==> config.mk <==
export PLATFORM = sky130hd
export DESIGN_NAME = branch_resolve_bht
export DESIGN_NICKNAME = d
export VERILOG_FILES = /design/src/rtl/branch_resolve_bht.sv
export SDC_FILE = /design/constraint.sdc
export NUM_CORES = 1
export LEC_CHECK = 0
export CAP_MARGIN = 20
export CORE_ASPECT_RATIO = 1.2
export CORE_MARGIN = 1
export CORE_UTILIZATION = 45
export DETAILED_ROUTE_END_ITERATION = 7
export GPL_TIMING_DRIVEN = 0
export PLACE_DENSITY_LB_ADDON = 0.2
export SYNTH_ARGS = -nofsm -noshare
export SYNTH_HDL_FRONTEND = slang
export SYNTH_SLANG_ARGS = --single-unit
==> constraint.sdc <==
create_clock -name clk -period 4.3 [get_ports clk]
set_input_delay 0.86 -clock clk [delete_from_list [all_inputs] [get_ports clk]]
set_output_delay 0.86 -clock clk [all_outputs]
set_load 0.03 [all_outputs]
==> src/rtl/branch_resolve_bht.sv <==
// Branch/jump resolution with a 2-bit counter BHT, registered redirect/flush on mispredict.
// Optional BRANCH_STATS_EN adds saturating branch and mispredict counters.
module branch_resolve_bht #(
    parameter int XLEN      = 32,
    parameter int BHT_DEPTH = 64,
    localparam int IDX_W    = $clog2(BHT_DEPTH)
) (
    input  logic            clk,
    input  logic            rst_n,
    input  logic            if_valid,
    input  logic [XLEN-1:0] if_pc,
    output logic            pred_taken,
    input  logic            ex_valid,
    input  logic [XLEN-1:0] ex_pc,
    input  logic [5:0]      branch,
    input  logic            jump,
    input  logic [3:0]      ALUFlags,
    input  logic            ex_pred_taken,
    input  logic [XLEN-1:0] ex_target,
    output logic            PCNextSrc,
    output logic            redirect_valid,
    output logic [XLEN-1:0] redirect_pc,
    output logic            flush
`ifdef BRANCH_STATS_EN
    ,
    output logic [31:0]     stat_branches,
    output logic [31:0]     stat_mispredicts
`endif
);

    logic [1:0]       bht [BHT_DEPTH];
    logic             live;
    logic             taken;
    logic             mis;
    logic [5:0]       cond;
    logic [IDX_W-1:0] if_idx;
    logic [IDX_W-1:0] ex_idx;
    logic [1:0]       ctr_cur;
    logic [1:0]       ctr_nxt;

    // Instructions arriving while a redirect is visible are wrong-path.
    assign live = ex_valid & ~redirect_valid;

    always_comb begin
        cond    = 6'b0;
        cond[5] = ALUFlags[2];                  // beq
        cond[4] = ~ALUFlags[2];                 // bne
        cond[3] = ALUFlags[3] ^ ALUFlags[0];    // blt
        cond[2] = ~(ALUFlags[3] ^ ALUFlags[0]); // bge
        cond[1] = ~ALUFlags[1];                 // bltu
        cond[0] = ALUFlags[1];                  // bgeu
    end

    assign taken     = live & ((|(branch & cond)) | jump);
    assign mis       = live & (taken ^ ex_pred_taken);
    assign PCNextSrc = taken;

    assign if_idx     = if_pc[IDX_W+1:2];
    assign ex_idx     = ex_pc[IDX_W+1:2];
    assign pred_taken = if_valid & bht[if_idx][1];

    always_comb begin
        ctr_cur = bht[ex_idx];
        ctr_nxt = ctr_cur;
        if (taken) begin
            if (ctr_cur != 2'b11) ctr_nxt = ctr_cur + 2'b01;
        end else begin
            if (ctr_cur != 2'b00) ctr_nxt = ctr_cur - 2'b01;
        end
    end

    always_ff @(posedge clk) begin
        if (!rst_n) begin
            for (int i = 0; i < BHT_DEPTH; i++) bht[i] <= 2'b01;
            redirect_valid <= 1'b0;
            redirect_pc    <= '0;
        end else begin
            redirect_valid <= mis;
            if (mis) redirect_pc <= taken ? ex_target : ex_pc + XLEN'(4);
            // Jump-only instructions never train; fetch reads the pre-update value.
            if (live && (|branch)) bht[ex_idx] <= ctr_nxt;
        end
    end

    assign flush = redirect_valid;

`ifdef BRANCH_STATS_EN
    always_ff @(posedge clk) begin
        if (!rst_n) begin
            stat_branches    <= '0;
            stat_mispredicts <= '0;
        end else begin
            if (live && ((|branch) || jump) && (stat_branches != 32'hFFFF_FFFF))
                stat_branches <= stat_branches + 32'd1;
            if (mis && (stat_mispredicts != 32'hFFFF_FFFF))
                stat_mispredicts <= stat_mispredicts + 32'd1;
        end
    end
`endif

endmodule

==> flow_summary_export.csv, run 1 <==
group,metric,value,unit
outcome,outcome,"finished clean",
cts,cts_tree,"done",
min_path,holdPathEnd,"redirect_pc[4]$_SDFFE_PN0P_",
cts,cts_buffers,17,
floorplan,io-pin-count,148,
final_timing,drv_slew,0,
critical_path,r2r_end,"bht[48][1]$_SDFFCE_PN0P_",
final_timing,finalSetupViolCount,0,
synth,synth.distinct_cells,63,
grt,grt_max_degree,17,
synth,ys_seq_elements,161,
pwr,p_seq_frac,0.450,
run,cap_violations,0,
min_path,min_path_type,"reg -> reg",
pwr,power.leakage,3.81,nW
pwr,p_comb_frac,0.188,
floorplan,nWellTaps,261,
cells_and_area,mostFrequentLayoutCells,"nand2_1, edfxtp_1, clkdlybuf4s50_1",
floorplan,chipArea,0.0209,mm²
detailed_routing,drt_drc_violations_left,0,
floorplan,fp_util,0.463,
critical_path,rr_worst_depth,8,
detailed_routing,via_per_inst,5.98,
floorplan,row_count,56,
pwr,intPower,2.82,mW
pwr,p_sw_frac,0.277,
pwr,power.density,347,mW/mm²
floorplan,dieHeight,158,µm
critical_path,required,3.44,ns
synth,ys_seq_frac,0.492,
cts,clk_pin_slew,0.06,ns
cts,root_buffer,"clkbuf_16",
final_timing,finalClockPeriodUsage,0.989,
## run 1: layer usage
layer / vias up / global-route usage / wire (µm)
li1: 3516 / - / -
met1: 3733 / 0.338 / 11000
met2: 485 / 0.518 / 14800
met3: 85 / 0.0743 / 3100
met4: 0 / 0.171 / 1470
met5: - / 0 / 0
## run 1: per-stage QoR
step            util  instances  instance area (µm²)
2_1_floorplan      -        895                 9150
3_3_place_gp   0.538       1272                10600
3_5_place_dp   0.539       1275                10700
4_1_cts        0.567       1306                11200
5_1_grt        0.568       1306                11200
6_report       0.568       1307                11200
## run 1: state kept, by name, summed over array words and instances (netlist names)
name,flops
bht,128
redirect_pc,32
flush,1
## run 1: kinds of logic (layout without fill, tap and decap cells)
family	after synthesis	in the layout	synth area share
AOI/OAI and AO/OA	106	106	0.0844
xor gates and xnor gates	30	30	0.0287
adders and majority gates	3	3	0.00383
buffers and inverters	88	238	0.0606
DFF	161	161	0.492
muxes	66	66	0.111
other	0	1	0
and+or+nand+nor	441	441	0.219
## run 1: worst max path at each step
stage | start | endpoint | slack [ns] | depth (start not counted)
5_1_grt | if_pc[3] | pred_taken | 0.008 | 7
4_1_cts | ALUFlags[0] | PCNextSrc | 0.006 | 7
3_5_place_dp | if_pc[3] | pred_taken | -0.83 | 7
6_report | if_pc[3] | pred_taken | 0.05 | 7
2_1_floorplan | if_pc[3] | pred_taken | 0.47 | 6
3_3_place_gp | if_pc[3] | pred_taken | -0.81 | 7
## run 1: Yosys cell counts, types with 3 or more instances
| cell | count | share of area |
|---|---|---|
| nand2_1 | 201 | 0.082 |
| edfxtp_1 | 128 | 0.42 |
| nand3_1 | 80 | 0.044 |
| nor2_1 | 75 | 0.031 |
| clkbuf_1 | 38 | 0.016 |
| dfxtp_1 | 33 | 0.072 |
| mux2i_1 | 30 | 0.033 |
| mux4_2 | 27 | 0.066 |
| nor2_2 | 21 | 0.014 |
| a22oi_1 | 17 | 0.014 |
| xnor2_1 | 17 | 0.016 |
| o21ai_0 | 15 | 0.0082 |
| a21oi_1 | 14 | 0.0077 |
| buf_6 | 14 | 0.017 |
| buf_2 | 13 | 0.0071 |
| o221ai_1 | 13 | 0.012 |
| xor2_1 | 13 | 0.012 |
| and3_1 | 12 | 0.0082 |
| a21boi_0 | 11 | 0.0090 |
| a221oi_1 | 10 | 0.0096 |
| nor3_1 | 8 | 0.0044 |
| o211ai_1 | 8 | 0.0066 |
| and2_1 | 7 | 0.0048 |
| buf_8 | 7 | 0.011 |
| mux2_2 | 7 | 0.0086 |
| nand4_1 | 7 | 0.0048 |
| buf_4 | 6 | 0.0049 |
| nor3b_1 | 6 | 0.0049 |
| and4_1 | 5 | 0.0048 |
| inv_1 | 5 | 0.0021 |
| nor2b_1 | 5 | 0.0034 |
| a311oi_1 | 3 | 0.0029 |
| buf_1 | 3 | 0.0012 |
## run 1: worst max-delay path, stage by stage
cell           delay [ns]
clkbuf_2             0.27
buf_4                0.31
mux4_2               0.33
mux4_2               0.56
mux4_2               0.53
and2_1               0.17
dlygate4sd2_1        0.35
## run 1: timing repair
item | CTS | global route
setup endpoints to repair | 2 | 2
gates cloned | 0 | 0
gates resized | 8 | 3
setup buffers | 0 | 0
run_1/clk_routes.png
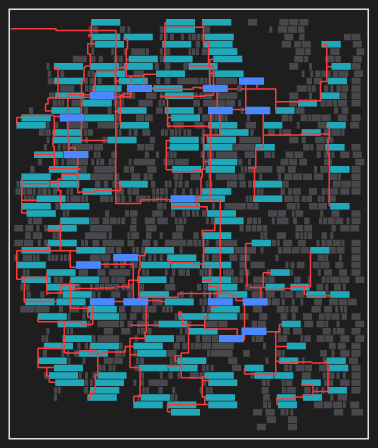
Key: flip-flops = cyan [count 161]; clock wires = red [length 2030 µm]; clock drivers = blue [count 17]
There are 18 routed clock nets. Position of the flops: spread over the die.
Clk power: 1.41 mW
Clock power frac: 0.362

run_1/flops_by_reg.png
Bar = 50 µm. Other sequential cells in the stronger gray, the rest of the logic in the fainter gray.
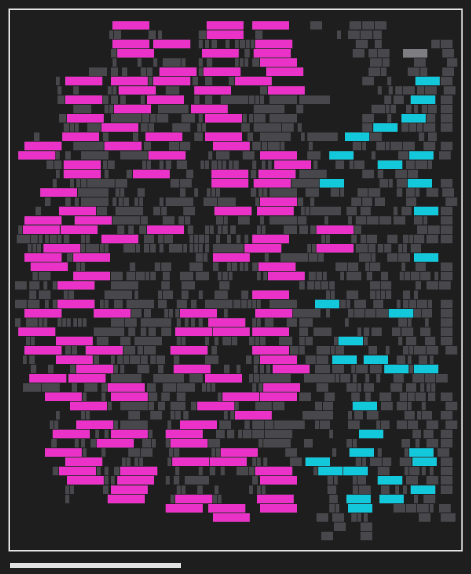
Key: `redirect_pc` = cyan [flops 32, where a vertical strip on the right]; `bht` = magenta [flops 128]
sequential cell area share: 0.401
FF/Latch Area: 0.00450 mm²
Seq. pwr: 1.75 mW

run_1/metal_density.png
The die is cut into 26 by 32 equal tiles; dark blue is low, red is high, scaled to the fullest tile. Values are wire area over tile area, all layers added.
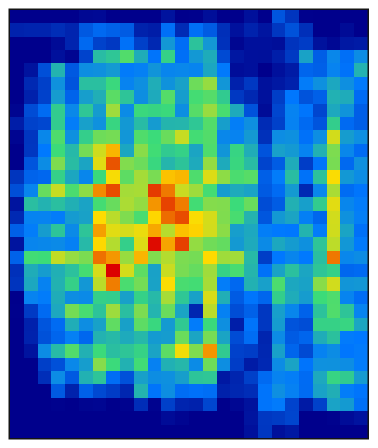
20% of the tiles are over half the peak. The densest ninth of the die: center. 13% of the tiles are nearly empty. The mean over all tiles is 0.25. The fullest tile reaches 0.80.
overall routing resource usage: 0.299
Routed WL: 30400 µm

run_1/sizes.png
Bar = 50 µm.
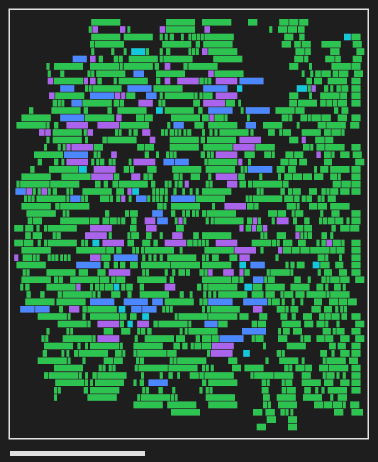
Key: _0 and _1 cells = green [cells 902]; _2 cells = purple [cells 86]; _6 and larger = blue [cells 41]; _3 and _4 cells = cyan [cells 16]
area growth from synthesis to layout: 22.7%
non-clock buffer count in the final layout: 200
fin worst setup slack: 0.0456 ns

--- run 2 (diff from run 1) ---
--- a/config.mk
+++ b/config.mk
@@ -9,6 +9,7 @@
 export CORE_ASPECT_RATIO = 1.2
 export CORE_MARGIN = 1
 export CORE_UTILIZATION = 45
+export CTS_CLUSTER_SIZE = 14
 export DETAILED_ROUTE_END_ITERATION = 7
 export GPL_TIMING_DRIVEN = 0
 export PLACE_DENSITY_LB_ADDON = 0.2
run_2/sizes.png
Bar = 50 µm.
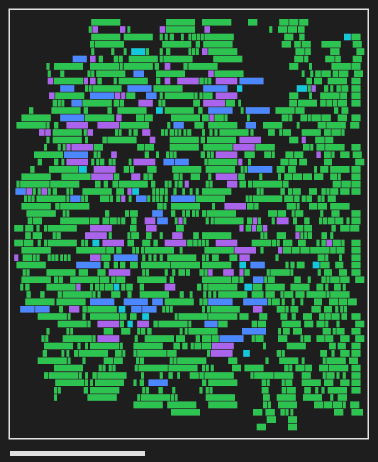
Key: _0 and _1 cells = green [cells 902]; _3 and _4 cells = cyan [cells 16]; _6 and larger = blue [cells 41]; _2 cells = purple [cells 86]
design area: 0.0112 mm²

run_2/placement.png
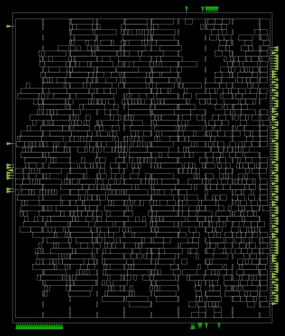
core area: 0.0198 mm²
final core occ: 0.568

==> run 2 against run 1 <==
Effect of this change: sequential cell count is the same; design area stayed put; fmax stayed put; setup slack stayed put; clock power barely moved; non-clock buffer count is the same; critical path depth stayed put.
==> flow_summary_export.csv, run 2 <==
group,metric,value,unit
detailed_routing,met1_length,11000,µm
synth,area_leaders,"edfxtp_1, nand2_1, dfxtp_1",
detailed_routing,wl_met2,14800,µm
floorplan,row_count,56,
outcome,outcome,"finished clean",
cts,cts_setup_buffers,0,
synth,common_cells,"nand2_1, edfxtp_1, nand3_1",
cells_and_area,top_register,"bht",
floorplan,io-pin-count,148,
floorplan,chipArea,0.0209,mm²
pwr,power.leakage,3.81,nW
synth,yosysTopAreaCellShare,0.420,
floorplan,dieHeight,158,µm
cells_and_area,mostFrequentLayoutCells,"nand2_1, edfxtp_1, clkdlybuf4s50_1",
critical_path,crit_buf_inv,3,
synth,synth.distinct_cells,63,
place,place_inst,1275,
synth,post-synth-top-area-cell,"edfxtp_1",
cells_and_area,largest_register_ffs,128,
final_timing,finalClockPeriodUsage,0.989,
critical_path,crit_family,"multiplexers",
final_timing,finalSetupViolCount,0,
cts,cts_buffers,17,
critical_path,crit_path_top_delay_cell,"mux4_2",
detailed_routing,routed_wl,30400,µm
synth,ys_seq_frac,0.492,
final_timing,timing.final.ws_setup,0.0456,ns
critical_path,critical_path.max_stage_delay,0.56,ns
grt,grt_max_degree,17,
critical_path,path_common_cell,"mux4_2",
detailed_routing,via_per_inst,5.98,
grt,grt_use_total,0.299,
synth,ys_seq_elements,161,
min_path,min_path_type,"reg -> reg",
critical_path,critical_path.cell_chain,"clkbuf_2, buf_4, mux4_2, mux4_2, mux4_2, and2_1, dlygate4sd2_1",
detailed_routing,dr_wl_met3,3100,µm
cts,root_buffer,"clkbuf_16",
cells_and_area,fin_cells,1307,
detailed_routing,highest_layer,"met4",
floorplan,fp_util,0.463,
detailed_routing,drt_drc_violations_left,0,
run_2/flops_by_reg.png
Bar = 50 µm. Other sequential cells in the stronger gray, the rest of the logic in the fainter gray.
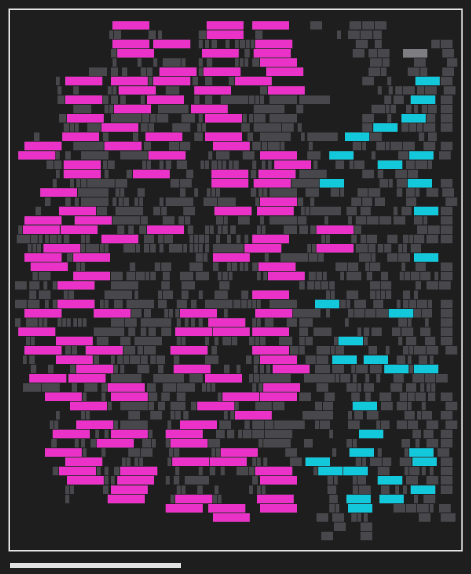
Key: `redirect_pc` = cyan [flops 32, where a vertical strip on the right]; `bht` = magenta [flops 128]

==> run 2: cell counts after synthesis <==
No cell type changed its count.
==> run 2: tightest hold or removal path, stage by stage (launching register included) <==
cell and delay, ns:
dfxtp_1 0.31, nand2_1 0.05, a21oi_1 0.05
==> run 2: cell families after synthesis <==
family,count (synthesis),synth area share
AND/OR/NAND/NOR,441,0.219
buffers and inverters,88,0.0606
AND-OR/OR-AND,106,0.0844
flip-flops,161,0.492
adder cells (fa/ha/maj),3,0.00383
multiplexers,66,0.111
XOR/XNOR,30,0.0287
==> run 2: final timing paths <==
check,startpoint,end,slack [ns],cells past startpoint
max,if_pc[3],pred_taken,0.05,7
min,redirect_pc[4]$_SDFFE_PN0P_,redirect_pc[4]$_SDFFE_PN0P_,0.45,2
max reg2reg,flush$_SDFF_PN0_,bht[48][1]$_SDFFCE_PN0P_,0.73,8
min reg2reg,redirect_pc[4]$_SDFFE_PN0P_,redirect_pc[4]$_SDFFE_PN0P_,0.45,2
==> run 2: cell type report <==
| class | count | area [µm²] |
|---|---|---|
| buffer | 81 | 546 |
| tap | 261 | 327 |
| antenna | 1 | 2.50 |
| timing repair buffer | 119 | 1180 |
| sequential | 161 | 4500 |
| multi-input combinational | 646 | 4100 |
| inverter | 6 | 26.3 |
| clock inverter | 9 | 56.3 |
| fill | 1774 | 8540 |
| clock buffer | 23 | 482 |
==> run 2: report_power, final <==
group	internal, mW	total, mW	switching, mW
combinational	0.301	0.735	0.434
clock	0.792	1.41	0.620
sequential	1.73	1.75	0.0271
==> run 2: metal layers <==
metal / vias up / GRT usage
met5: - / 0
li1: 3516 / -
met2: 485 / 0.518
met4: 0 / 0.171
met3: 85 / 0.0743
met1: 3733 / 0.338
==> run 2: stage by stage <==
step,setup TNS (ns),area [µm²]
2_1_floorplan,0,9150
3_3_place_gp,-7.20,10600
3_5_place_dp,-2.10,10700
4_1_cts,0,11200
5_1_grt,0,11200
6_report,0,11200
run_2/clk_routes.png
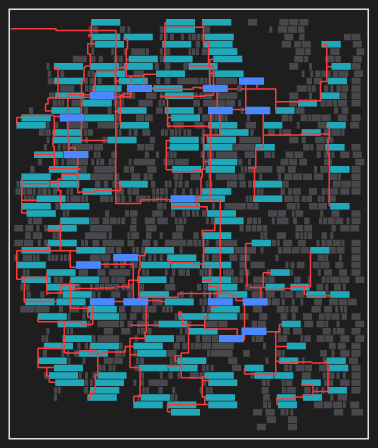

--- run 3 (diff from run 2) ---
--- a/config.mk
+++ b/config.mk
@@ -7,7 +7,7 @@
 export LEC_CHECK = 0
 export CAP_MARGIN = 20
 export CORE_ASPECT_RATIO = 1.2
-export CORE_MARGIN = 1
+export CORE_MARGIN = 5
 export CORE_UTILIZATION = 45
 export CTS_CLUSTER_SIZE = 14
 export DETAILED_ROUTE_END_ITERATION = 7
run_3/clk_routes.png
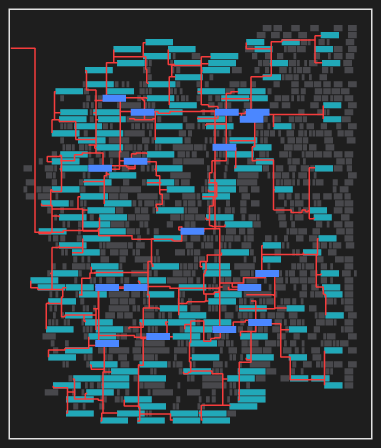
Key: clock wires = red [length 2190 µm]; clock drivers = blue [count 17]; flip-flops = cyan [count 161]
Position of the flops: spread over the die.
Clk power: 1.57 mW
Clock Skew: 0.00921 ns
Insertion Delay late pin: 0.43 ns

run_3/placement.png
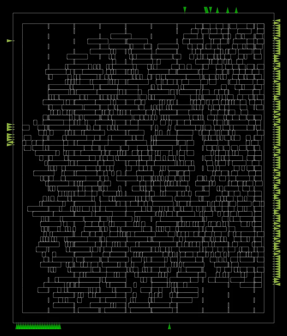
tap cell count: 265
Rows: 57

==> run 3 against run 2 <==
Effect of this change: hold slack better by 0.0027 ns; critical path depth increased by 1; design area rose by 0.60%; critical path type is now in -> reg; highest routed layer unchanged.
==> flow_summary_export.csv, run 3 <==
group,metric,value,unit
outcome,outcome,"finished clean",
cells_and_area,fin_util,0.561,
pwr,p_sw_frac,0.276,
pwr,power.leakage,3.81,nW
place,postPlaceCellArea,0.0107,mm²
floorplan,core_area,0.0201,mm²
floorplan,dieHeight,166,µm
detailed_routing,routed_wl,31500,µm
detailed_routing,via_per_inst,6.04,
synth,simple_gate_area_frac,0.219,
floorplan,chipArea,0.0233,mm²
cts,cts_tree,"done",
critical_path,rr_worst_depth,7,
final_timing,finalClockPeriodUsage,0.969,
critical_path,r2r_setup_slack,0.70,ns
synth,ys_top_logic_family,"simple AND/OR/NAND/NOR gates",
critical_path,r2r_end,"bht[46][1]$_SDFFCE_PN0P_",
synth,yosysTopAreaCellShare,0.420,
synth,synthAoiAreaFrac,0.0844,
cells_and_area,top_register,"bht",
final_timing,setup_tns,0,ns
synth,post-synth-top-area-cell,"edfxtp_1",
run_3/sizes.png
Bar = 50 µm.
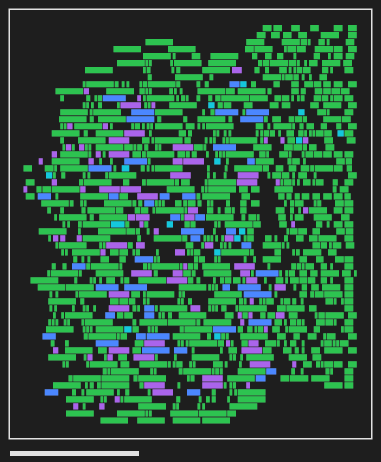
Key: _3 and _4 cells = cyan [cells 15]; _0 and _1 cells = green [cells 901]; _6 and larger = blue [cells 45]; _2 cells = purple [cells 85]
fin worst setup slack: 0.132 ns
non-clock buffer count in the final layout: 201
design area: 0.0113 mm²

-- run 3: netlist changes by cell type in the layout (fill, tap and decap cells not counted), moves of 3 or more --
cell / change
clkinvlp_4: +3
inv_4: -3
clkinv_1: +3
bufinv_16: +3
clkinv_2: -3
-- run 3: worst max-delay path: stages --
cell             delay (ns)
clkdlybuf4s50_1        0.46
nor2b_1                0.45
o311a_1                0.42
nand2_1                0.16
nor2_1                 0.83
clkbuf_1               0.75
nand2_1                0.20
nand2_1                0.17
-- run 3: logic make-up (layout without fill, tap and decap cells) --
group	Yosys count	after routing
XOR/XNOR	30	30
buffers and inverters	88	239
adder cells (fa/ha/maj)	3	3
AND-OR/OR-AND	106	106
AND/OR/NAND/NOR	441	441
flip-flops	161	161
multiplexers	66	66
-- run 3: stage by stage --
stage | std cells | worst slack, ns | power, mW
after global routing | 1311 | 0.0379 | 4.17
after floorplan | 895 | 0.475 | 2.21
after CTS | 1311 | 0.00589 | 4.05
after detailed placement | 1279 | -0.828 | 2.51
final | 1311 | 0.132 | 4.06
after global placement | 1276 | -0.823 | 2.50
-- run 3: worst max path at each step --
stage | endpoint | slack [ns] | cells after the start | start
global placement | pred_taken | -0.82 | 7 | if_pc[3]
global route | bht[45][1]$_SDFFCE_PN0P_ | 0.04 | 8 | ex_valid
floorplan | pred_taken | 0.47 | 6 | if_pc[3]
detailed placement | pred_taken | -0.83 | 7 | if_pc[3]
finish | bht[46][1]$_SDFFCE_PN0P_ | 0.13 | 8 | ex_valid
CTS | pred_taken | 0.006 | 7 | if_pc[2]
-- run 3: layout make-up --
type,count,share of cell area
clock buffers,18,0.0380
flip-flops and latches,161,0.399
repair buffers,120,0.106
well taps,265,0.0294
plain buffers,81,0.0480
multi-input cells,646,0.363
inverters,6,0.00233
clock inverters,14,0.0145
-- run 3: repair_timing --
action / 4_1_cts / 5_1_grt
endpoints found under the setup margin: 2 / 1
gates cloned: 0 / 0
setup buffers: 1 / 0
gates resized: 7 / 3
-- run 3: routing by layer --
| metal | wire length [µm] | track usage | share of wire |
|---|---|---|---|
| met1 | 11700 | 0.331 | 0.37 |
| met4 | 1180 | 0.111 | 0.037 |
| met3 | 3410 | 0.0651 | 0.11 |
| met2 | 15200 | 0.454 | 0.48 |
| met5 | 0 | 0 | 0 |
-- run 3: power groups by stage --
stage / logic, mW / clock network, mW / registers (mW)
floorplan: 0.397 / 0 / 1.82
global placement: 0.719 / 0 / 1.78
detailed placement: 0.725 / 0 / 1.79
CTS: 0.732 / 1.57 / 1.75
global route: 0.778 / 1.64 / 1.76
finish: 0.738 / 1.57 / 1.75
No activity file was given, so power comes from the tool's default toggle rates.
